<file path="src/rtl/gray_pkg.sv">
// Shared constants and Gray/binary conversion helpers for the Gray counter readout path.
package gray_pkg;

  localparam int DEFAULT_WIDTH = 8;
  localparam int GRAY_MAX_W    = 32;

  typedef enum logic {
    SLOT_EMPTY = 1'b0,
    SLOT_FULL  = 1'b1
  } slot_state_t;

  // Callers zero-extend narrower words; leading zeros leave the prefix XOR unchanged.
  function automatic logic [GRAY_MAX_W-1:0] gray2bin(input logic [GRAY_MAX_W-1:0] g);
    logic [GRAY_MAX_W-1:0] b;
    b[GRAY_MAX_W-1] = g[GRAY_MAX_W-1];
    for (int i = GRAY_MAX_W - 2; i >= 0; i--) begin
      b[i] = b[i+1] ^ g[i];
    end
    return b;
  endfunction

  function automatic logic [GRAY_MAX_W-1:0] bin2gray(input logic [GRAY_MAX_W-1:0] b);
    return b ^ (b >> 1);
  endfunction

endpackage

</file>
<file path="src/rtl/gray_count_sampler_if.sv">
// Valid/ready result channel from the sampler to the readout/serialiser logic.
interface gray_count_sampler_if #(
  parameter int WIDTH = gray_pkg::DEFAULT_WIDTH
);
  logic [WIDTH-1:0] out_delta;
  logic             out_valid;
  logic             out_ready;

  modport master (output out_delta, output out_valid, input  out_ready);
  modport slave  (input  out_delta, input  out_valid, output out_ready);
endinterface

</file>
<file path="src/rtl/gray_sync.sv">
// Multi-stage synchroniser for the asynchronously changing Gray count word.
module gray_sync #(
  parameter int WIDTH       = gray_pkg::DEFAULT_WIDTH,
  parameter int SYNC_STAGES = 2
) (
  input  logic             clk_master,
  input  logic             rstb,
  input  logic [WIDTH-1:0] d,
  output logic [WIDTH-1:0] q
);

  logic [WIDTH-1:0] stage_q [SYNC_STAGES];

  always_ff @(posedge clk_master) begin
    if (!rstb) begin
      for (int i = 0; i < SYNC_STAGES; i++) begin
        stage_q[i] <= '0;
      end
    end else begin
      stage_q[0] <= d;
      for (int i = 1; i < SYNC_STAGES; i++) begin
        stage_q[i] <= stage_q[i-1];
      end
    end
  end

  assign q = stage_q[SYNC_STAGES-1];

endmodule

</file>
<file path="src/rtl/gray_count_sampler.sv">
// Samples the synchronised Gray count and emits per-sample binary deltas over valid/ready.
//   state      | meaning
//   SLOT_EMPTY | no pending result, out_valid low
//   SLOT_FULL  | out_delta holds a result awaiting out_ready
module gray_count_sampler
  import gray_pkg::*;
#(
  parameter int WIDTH       = DEFAULT_WIDTH,
  parameter int SYNC_STAGES = 2
) (
  input  logic                        clk_master,
  input  logic                        rstb,
  input  logic [WIDTH-1:0]            gray_in,
  input  logic                        sample,
  input  logic                        ovr_clr,
  output logic                        overrun,
  gray_count_sampler_if.master        out_if
);

  slot_state_t      state_q, state_d;
  logic [WIDTH-1:0] gray_sync_q;
  logic [WIDTH-1:0] cur_bin;
  logic [WIDTH-1:0] last_bin;
  logic [WIDTH-1:0] delta;
  logic [WIDTH-1:0] out_delta_q;
  logic             load;
  logic             drop;

  gray_sync #(
    .WIDTH       (WIDTH),
    .SYNC_STAGES (SYNC_STAGES)
  ) u_sync (
    .clk_master (clk_master),
    .rstb       (rstb),
    .d          (gray_in),
    .q          (gray_sync_q)
  );

  assign cur_bin = WIDTH'(gray2bin(GRAY_MAX_W'(gray_sync_q)));
  assign delta   = cur_bin - last_bin;

  always_ff @(posedge clk_master) begin
    if (!rstb) begin
      state_q <= SLOT_EMPTY;
    end else begin
      state_q <= state_d;
    end
  end

  always_comb begin
    state_d = state_q;
    load    = 1'b0;
    drop    = 1'b0;
    unique case (state_q)
      SLOT_EMPTY: begin
        if (sample) begin
          load    = 1'b1;
          state_d = SLOT_FULL;
        end
      end
      SLOT_FULL: begin
        if (sample && out_if.out_ready) begin
          load = 1'b1;
        end else if (sample) begin
          drop = 1'b1;
        end else if (out_if.out_ready) begin
          state_d = SLOT_EMPTY;
        end
      end
      default: state_d = SLOT_EMPTY;
    endcase
  end

  // A dropped sample leaves last_bin alone so its events fold into the next delta.
  always_ff @(posedge clk_master) begin
    if (!rstb) begin
      last_bin    <= '0;
      out_delta_q <= '0;
    end else if (load) begin
      last_bin    <= cur_bin;
      out_delta_q <= delta;
    end
  end

  always_ff @(posedge clk_master) begin
    if (!rstb) begin
      overrun <= 1'b0;
    end else if (drop) begin
      overrun <= 1'b1;
    end else if (ovr_clr) begin
      overrun <= 1'b0;
    end
  end

  assign out_if.out_delta = out_delta_q;
  assign out_if.out_valid = (state_q == SLOT_FULL);

endmodule

</file>
<file path="src/flat_wrapper.sv">
// flat-port wrapper written by rule: the top's interface ports become plain ports
module gray_count_sampler_flat import gray_pkg::*;
#(
  parameter int WIDTH       = DEFAULT_WIDTH,
  parameter int SYNC_STAGES = 2
)
  (clk_master, rstb, gray_in, sample, ovr_clr, overrun, out_if_out_delta, out_if_out_valid, out_if_out_ready);
  gray_count_sampler_if #(.WIDTH(WIDTH)) out_if_i ();
  input  logic clk_master;
  input  logic rstb;
  input  logic [WIDTH-1:0] gray_in;
  input  logic sample;
  input  logic ovr_clr;
  output logic overrun;
  output wire logic [$bits(out_if_i.out_delta)-1:0] out_if_out_delta;
  output wire logic [$bits(out_if_i.out_valid)-1:0] out_if_out_valid;
  input wire logic [$bits(out_if_i.out_ready)-1:0] out_if_out_ready;
  assign out_if_out_delta = out_if_i.out_delta;
  assign out_if_out_valid = out_if_i.out_valid;
  assign out_if_i.out_ready = out_if_out_ready;
  gray_count_sampler #(.WIDTH(WIDTH), .SYNC_STAGES(SYNC_STAGES)) u_core (.clk_master(clk_master), .rstb(rstb), .gray_in(gray_in), .sample(sample), .ovr_clr(ovr_clr), .overrun(overrun), .out_if(out_if_i));
endmodule
</file>
<file path="config.mk">
export PLATFORM = sky130hd
export DESIGN_NAME = gray_count_sampler_flat
export DESIGN_NICKNAME = d
export VERILOG_FILES = /design/src/rtl/gray_pkg.sv /design/src/rtl/gray_count_sampler_if.sv /design/src/rtl/gray_sync.sv /design/src/rtl/gray_count_sampler.sv /design/src/flat_wrapper.sv
export SDC_FILE = /design/constraint.sdc
export NUM_CORES = 1
export LEC_CHECK = 0
export CAP_MARGIN = 40
export CELL_PAD_IN_SITES_DETAIL_PLACEMENT = 0
export CELL_PAD_IN_SITES_GLOBAL_PLACEMENT = 1
export CORE_AREA = 2 2 82 84
export CTS_CLUSTER_SIZE = 12
export DETAILED_ROUTE_END_ITERATION = 8
export DIE_AREA = 0 0 84 86
export HOLD_SLACK_MARGIN = 0.03
export PLACE_DENSITY_LB_ADDON = 0.1
export SKIP_CTS_REPAIR_TIMING = 1
export SYNTH_ARGS = -nofsm -noshare
export SYNTH_HDL_FRONTEND = slang
export SYNTH_SLANG_ARGS = --single-unit
</file>
<file path="constraint.sdc">
create_clock -name clk_master -period 4.1 [get_ports clk_master]
set_input_delay 0.82 -clock clk_master [delete_from_list [all_inputs] [get_ports clk_master]]
set_output_delay 0.82 -clock clk_master [all_outputs]
set_load 0.01 [all_outputs]
</file>
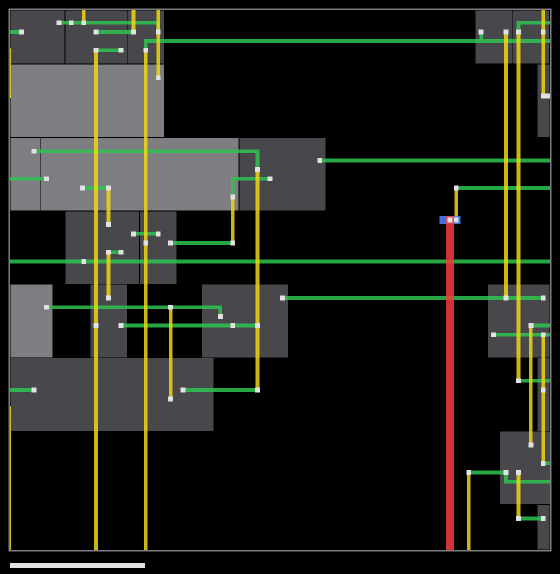
Run 1: close-up of the layout
The bar under the picture is 5 um long. Region (32, 50) to (52, 70) um. Cells in gray, sequential cells in the stronger gray; small squares are vias.
legend:
  blue:
    layer: M3
  red:
    layer: M4
  green:
    layer: M1
  yellow:
    layer: M2
netlist names of flops here include: u_core.last_bin (1), u_core.out_if.out_valid (1)
cells with their middle in the window: 15
sequential cells in the window: 2
most frequent: nand2_1 (3), nor2_1 (2), dfxtp_1 (2)

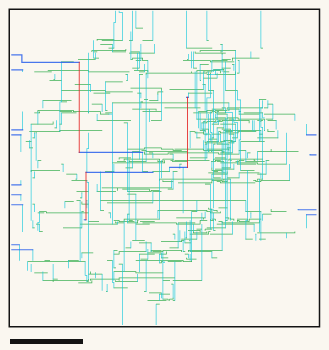
Run 1: routed metal, one color a layer
The bar under the picture is 20 um long.
legend:
  blue:
    layer: M3
    wire_length: 97.0 um
  cyan:
    layer: M2
    wire_length: 1330 um
  green:
    layer: M1
    wire_length: 1510 um
  red:
    layer: M4
    wire_length: 56.4 um
Via Count: 1135
GRT Util Overall: 0.0920

==> impl_metrics.csv, run 1 <==
group,metric,value,unit
placed_design,io_buffers,22,
critical_path,crit_path_cell_trace,"xor3_2 > xnor3_2 > xnor2_1 > ha_1 > fa_1 > nor2b_1 > o21ai_0 > a21oi_1 > o31ai_1 > and2_1",
power,powerDensity,433,nW/um^2
critical_path,r2r_end,"u_core.out_if.out_delta[4]$_SDFFE_PN0P_",
power,power,0.831,mW
timing,hold_slack,0.428,ns
cells_and_area,area_delta_synth_final,24.4,%
global_routing,overflow,0,
power,p_seq_frac,0.449,
die,fp_util,0.246,
critical_path,required,4.29,ns
clock_tree,clkLatencyLatePin,0.28,ns
global_routing,grt_first_pass_wirelength,5180,um
global_routing,antenna_found_initial,0,
synthesis,syn_inst,163,
synthesis,simple_gate_share,0.236,
route,wl_per_cell,11.4,um
synthesis,mux_area_frac,0.00648,
die,io_pins,23,
synthesis,ys_chip_area,1550,sq um
die,rows,29,
synthesis,yosysSeqAreaShare,0.440,
clock_tree,root_buffer,"clkbuf_8",
critical_path,slowest_stage,"xor3_2",
cells_and_area,utilization,0.306,
power,p_leak,0.784,nW
cells_and_area,final_nets,207,
route,dr.pass1.iters,4,
clock_tree,cts_tree,"done",
power,p_sw,0.246,mW
power,netSwitchingFraction,0.295,
cells_and_area,seq_share,0.354,
power,clkPwrFrac,0.282,
timing,timing_hold_violations_final,0,
synthesis,fp_nets,184,
cells_and_area,fin_cells,263,
route,dr_wl_met3,97,um
cells_and_area,largest_register_ffs,16,
critical_path,end_kind,"flop",
route,wl_met2,1330,um
critical_path,critical_path_class,"flop to flop",
run,drv_cap,0,
clock_tree,path_clk_slew,0.07,ns
synthesis,edf_count,0,
cells_and_area,regArea,681,sq um
die,die_h,86,um
cells_and_area,logic_area,797,sq um
synthesis,syn_area,1550,sq um
clock_tree,clockBufferDepth,2,
die,nWellTaps,77,
die,die_width,84,um
global_routing,met3_usage,0.0375,
cells_and_area,nMultiInputCombCells,111,
synthesis,topCombFamilyByArea,"simple AND/OR/NAND/NOR gates",
power,seq-power,0.373,mW
worst_hold_path,hp-start,"u_core.u_sync.stage_q[0][3]$_SDFF_PN0_",
placed_design,pre_cts_slack,1.20,ns
cells_and_area,inv_count,11,
critical_path,reg2reg_depth,10,
global_routing,grt_pass1_vias,1116,
cells_and_area,mostFrequentLayoutCells,"dfxtp_1 (34), clkdlybuf4s50_1 (22), and2_1 (19), nand2_1 (15), inv_1 (11)",
timing,clock.fmax,0.343,GHz
worst_hold_path,min_to,"u_core.u_sync.stage_q[0][11]$_SDFF_PN0_",
cells_and_area,final-nonclk-buf-share,0.118,
route,ant_nets,0,
global_routing,grt_max_degree,43,
critical_path,slowest_delay,0.52,ns
run,warnings,26,
synthesis,synthMostInstantiatedCell,"dfxtp_1",
critical_path,cp_top_family,"XOR/XNOR gates",
synthesis,ys_warn_count,0,
timing,finalSetupViolCount,0,
critical_path,crit_path_max_fanout,4,
clock_tree,htreeDepth,2,
power,clk-power,0.235,mW
power,cell_internal_pwr,0.586,mW
synthesis,ys_sh_aoi,0.122,
synthesis,synth.avg_cell_area,9.48,sq um
critical_path,startpoint,"u_core.u_sync.stage_q[0][15]$_SDFF_PN0_",
synthesis,synthArstFlopShare,0,
power,pwr-share-comb,0.269,
timing,period_minus_slack,2.92,ns
timing,slew_headroom,0.515,
synthesis,ys_types,34,
cells_and_area,fillers,659,
critical_path,path_depth,10,
die,coreArea,6280,sq um
critical_path,crit_buf_inv,0,
worst_hold_path,hp-class,"flop to flop",
cells_and_area,signal_buffers,23,
cells_and_area,design_area,1920,sq um
power,powerComb,0.224,mW
cells_and_area,top_register,"u_core.u_sync.stage_q",
synthesis,ys_cells,163,
placed_design,place_inst,256,
timing,tightest_slew,0.727,ns
route,routed_wl,2990,um
synthesis,yosys.area.top_type,"dfxtp_1",
timing,tns,0,ns
power,ir_drop,0.135,mV
synthesis,flop_cell,"dfxtp_1",
critical_path,rrSetupSlack,1.18,ns
route,drtIter0Drc,21,
synthesis,xor_area_frac,0.0818,
status,outcome,"complete, no violations",
critical_path,reg2reg_from,"u_core.u_sync.stage_q[0][15]$_SDFF_PN0_",
placed_design,place_congestion,0.748,
placed_design,dp_hpwl,2040,um
clock_tree,cts_sinks,34,
cells_and_area,clock_buffers,5,
power,power_leader,"registers",
synthesis,yosys-top-cells-count,"dfxtp_1 (34), and2_1 (19), nand2_1 (15), inv_1 (11)",
die,die_area,7220,sq um
route,highest_layer,"met4",
timing,maxSlewViolCount,0,
critical_path,cp.arrival,3.10,ns
worst_hold_path,hold_depth,1,
timing,fin_ws,1.18,ns
critical_path,start_kind,"flop",
cells_and_area,clkCellAreaFrac,0.0410,
cells_and_area,num_antenna_cells,0,
route,via_per_inst,4.32,
global_routing,grt.met1_usage,0.109,
cells_and_area,comb_area_share,0.415,
placed_design,dpl_cell_area,1840,sq um
cells_and_area,drive_above_1_share,0.0591,
cells_and_area,area_dominant_class,"multi-input combinational cells",
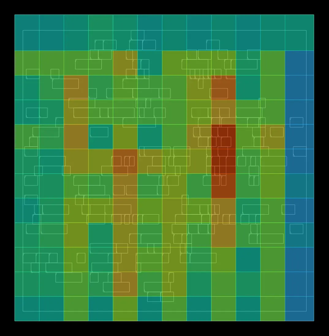
Run 1: routing congestion
most used routing layer: met2
M2 GR Usage: 0.145

Run 1, register map, names as in the netlist:
The bar under the picture is 20 um long. Other sequential cells in the stronger gray, the rest of the logic in the fainter gray.
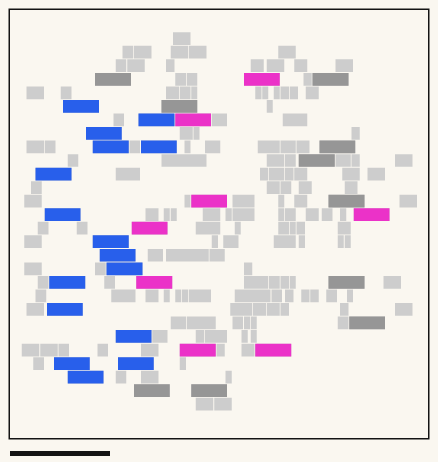

==> run 1 -> run 2 <==
Clock period 4.1 ns to 3 ns, I/O delays scaled along.
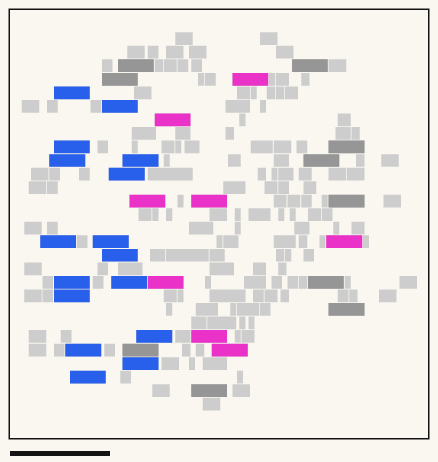
Run 2: register map, names as in the netlist
The bar under the picture is 20 um long. Other sequential cells in the stronger gray, the rest of the logic in the fainter gray.
legend:
  magenta:
    netlist_name: u_core.last_bin
    placed_flops: 8
  blue:
    netlist_name: u_core.u_sync.stage_q
    placed_flops: 16
not colored: 10
flop share of the area: 0.350
register area: 681 sq um
fin util: 0.310
Seq. pwr: 0.510 mW

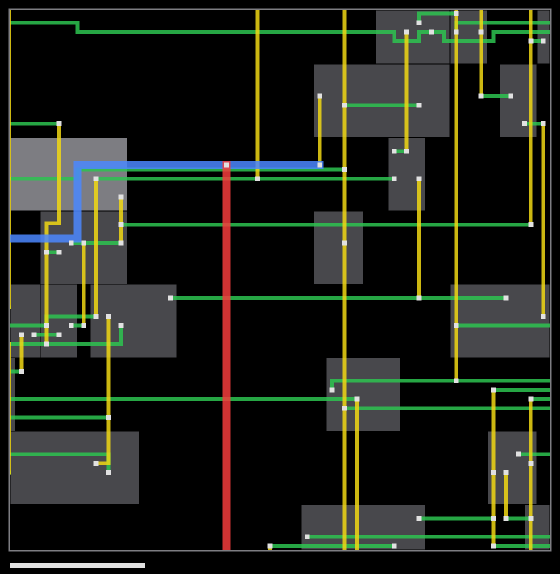
Run 2: close-up of the layout
The bar under the picture is 5 um long. Region (32, 50) to (52, 70) um. Cells in gray, sequential cells in the stronger gray; small squares are vias.
legend:
  red:
    layer: M4
  green:
    layer: M1
  yellow:
    layer: M2
  blue:
    layer: M3
sequential cells in the window: 1
netlist names of flops here include: u_core.last_bin (1)
cells with their middle in the window: 15
most frequent: nor2_1 (2), ha_1 (2)

==> run 2 against run 1 <==
Against the previous run: sequential power up 37%; power up 40%; worst setup slack worse by 0.94 ns; sequential share of layout area down 0.43 points; design area up 1.2%; routed wire length down 2.8%; die size unchanged; worst hold slack better by 0.0046 ns; largest cell class unchanged.
==> impl_metrics.csv, run 2 <==
group,metric,value,unit
status,outcome,"complete, no violations",
global_routing,met3_usage,0.0289,
route,routed_wl,2900,um
timing,period_minus_slack,2.76,ns
cells_and_area,design_area,1950,sq um
placed_design,io_buffers,22,
route,via_per_inst,4.15,
die,io_pins,23,
power,power_leader,"registers",
cells_and_area,largest_register_ffs,16,
clock_tree,clockBufferDepth,2,
cells_and_area,area_dominant_class,"multi-input combinational cells",
die,rows,29,
die,die_h,86,um
timing,slew_headroom,0.572,
power,p_seq_frac,0.439,
placed_design,dpl_cell_area,1850,sq um
clock_tree,clkLatencyLatePin,0.28,ns
power,powerDensity,598,nW/um^2
global_routing,busiest_layer,"met2",
critical_path,path_depth,10,
critical_path,critical_path_class,"flop to flop",
critical_path,startpoint,"u_core.u_sync.stage_q[0][13]$_SDFF_PN0_",
cells_and_area,signal_buffers,24,
cells_and_area,drive_above_1_share,0.0691,
timing,maxSlewViolCount,0,
placed_design,place_congestion,0.776,
placed_design,dp_hpwl,2060,um
route,vias,1100,
timing,tns,0,ns
die,die_area,7220,sq um
global_routing,antenna_found_initial,0,
synthesis,ys_warn_count,0,
synthesis,ys_chip_area,1550,sq um
cells_and_area,clkCellAreaFrac,0.0469,
synthesis,flop_cell,"dfxtp_1",
power,p_sw,0.331,mW
timing,tightest_slew,0.640,ns
die,die_width,84,um
synthesis,syn_area,1550,sq um
global_routing,grt_pass1_vias,1073,
timing,finalSetupViolCount,0,
critical_path,crit_path_max_fanout,4,
synthesis,ys_cells,163,
critical_path,start_kind,"flop",
critical_path,reg2reg_depth,10,
synthesis,xor_area_frac,0.0818,
synthesis,synth.avg_cell_area,9.48,sq um
synthesis,simple_gate_share,0.236,
power,netSwitchingFraction,0.284,
synthesis,syn_inst,163,
placed_design,place_inst,257,
global_routing,grt_max_degree,29,
cells_and_area,top_register,"u_core.u_sync.stage_q",
synthesis,topCombFamilyByArea,"simple AND/OR/NAND/NOR gates",
die,fp_util,0.246,
clock_tree,htreeDepth,2,
synthesis,yosys.area.top_type,"dfxtp_1",
synthesis,synthMostInstantiatedCell,"dfxtp_1",
global_routing,use_met2,0.132,
synthesis,mux_area_frac,0.00648,
power,clkPwrFrac,0.296,
synthesis,fp_nets,184,
critical_path,rrSetupSlack,0.24,ns
synthesis,ys_sh_aoi,0.122,
clock_tree,cts_sinks,34,
critical_path,slowest_delay,0.48,ns
power,ir_drop,0.254,mV
worst_hold_path,hold_depth,1,
cells_and_area,mostFrequentLayoutCells,"dfxtp_1 (34), clkdlybuf4s50_1 (22), and2_1 (19), nand2_1 (15), inv_1 (11)",
synthesis,yosys-top-cells-count,"dfxtp_1 (34), and2_1 (19), nand2_1 (15), inv_1 (11)",
power,p_leak,0.793,nW
timing,clock.fmax,0.362,GHz
critical_path,reg2reg_from,"u_core.u_sync.stage_q[0][13]$_SDFF_PN0_",
cells_and_area,comb_area_share,0.412,
critical_path,slowest_stage,"xor3_2",
die,coreArea,6280,sq um
critical_path,end_kind,"flop",
die,nWellTaps,77,
cells_and_area,logic_area,801,sq um
cells_and_area,final-nonclk-buf-share,0.121,
placed_design,pre_cts_slack,0.0495,ns
cells_and_area,num_antenna_cells,0,
route,wl_per_cell,11.0,um
global_routing,grt_first_pass_wirelength,4920,um
run,warnings,26,
critical_path,required,3.23,ns
route,ant_nets,0,
critical_path,cp_top_family,"XOR/XNOR gates",
critical_path,crit_path_cell_trace,"xor3_2 > xnor3_2 > xnor2_1 > ha_1 > fa_1 > nor2b_1 > o21ai_0 > and3_1 > o31ai_1 > and2_1",
cells_and_area,inv_count,11,
timing,fin_ws,0.241,ns
timing,timing_hold_violations_final,0,
clock_tree,root_buffer,"clkbuf_8",
worst_hold_path,hp-start,"u_core.u_sync.stage_q[0][1]$_SDFF_PN0_",
synthesis,yosysSeqAreaShare,0.440,
critical_path,r2r_end,"u_core.out_if.out_delta[4]$_SDFFE_PN0P_",
global_routing,overflow,0,
route,wl_met2,1280,um
power,pwr-share-comb,0.265,
cells_and_area,area_delta_synth_final,25.9,%
cells_and_area,clock_buffers,7,
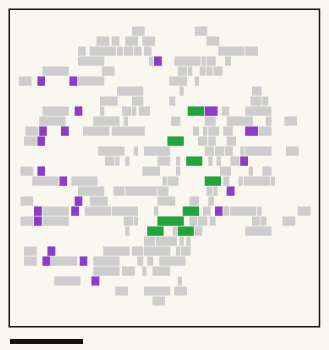
Run 2: logic cells by family
The bar under the picture is 20 um long.
legend:
  purple:
    family: and/or cells
    cells: 22
    most_used: and2_1
  green:
    family: fa/ha/maj cells
    cells: 8
    most_used: ha_1
post-route insts no fill: 265
Commonest Layout Cell: dfxtp_1

No activity file was given, so power comes from the tool's default toggle rates.
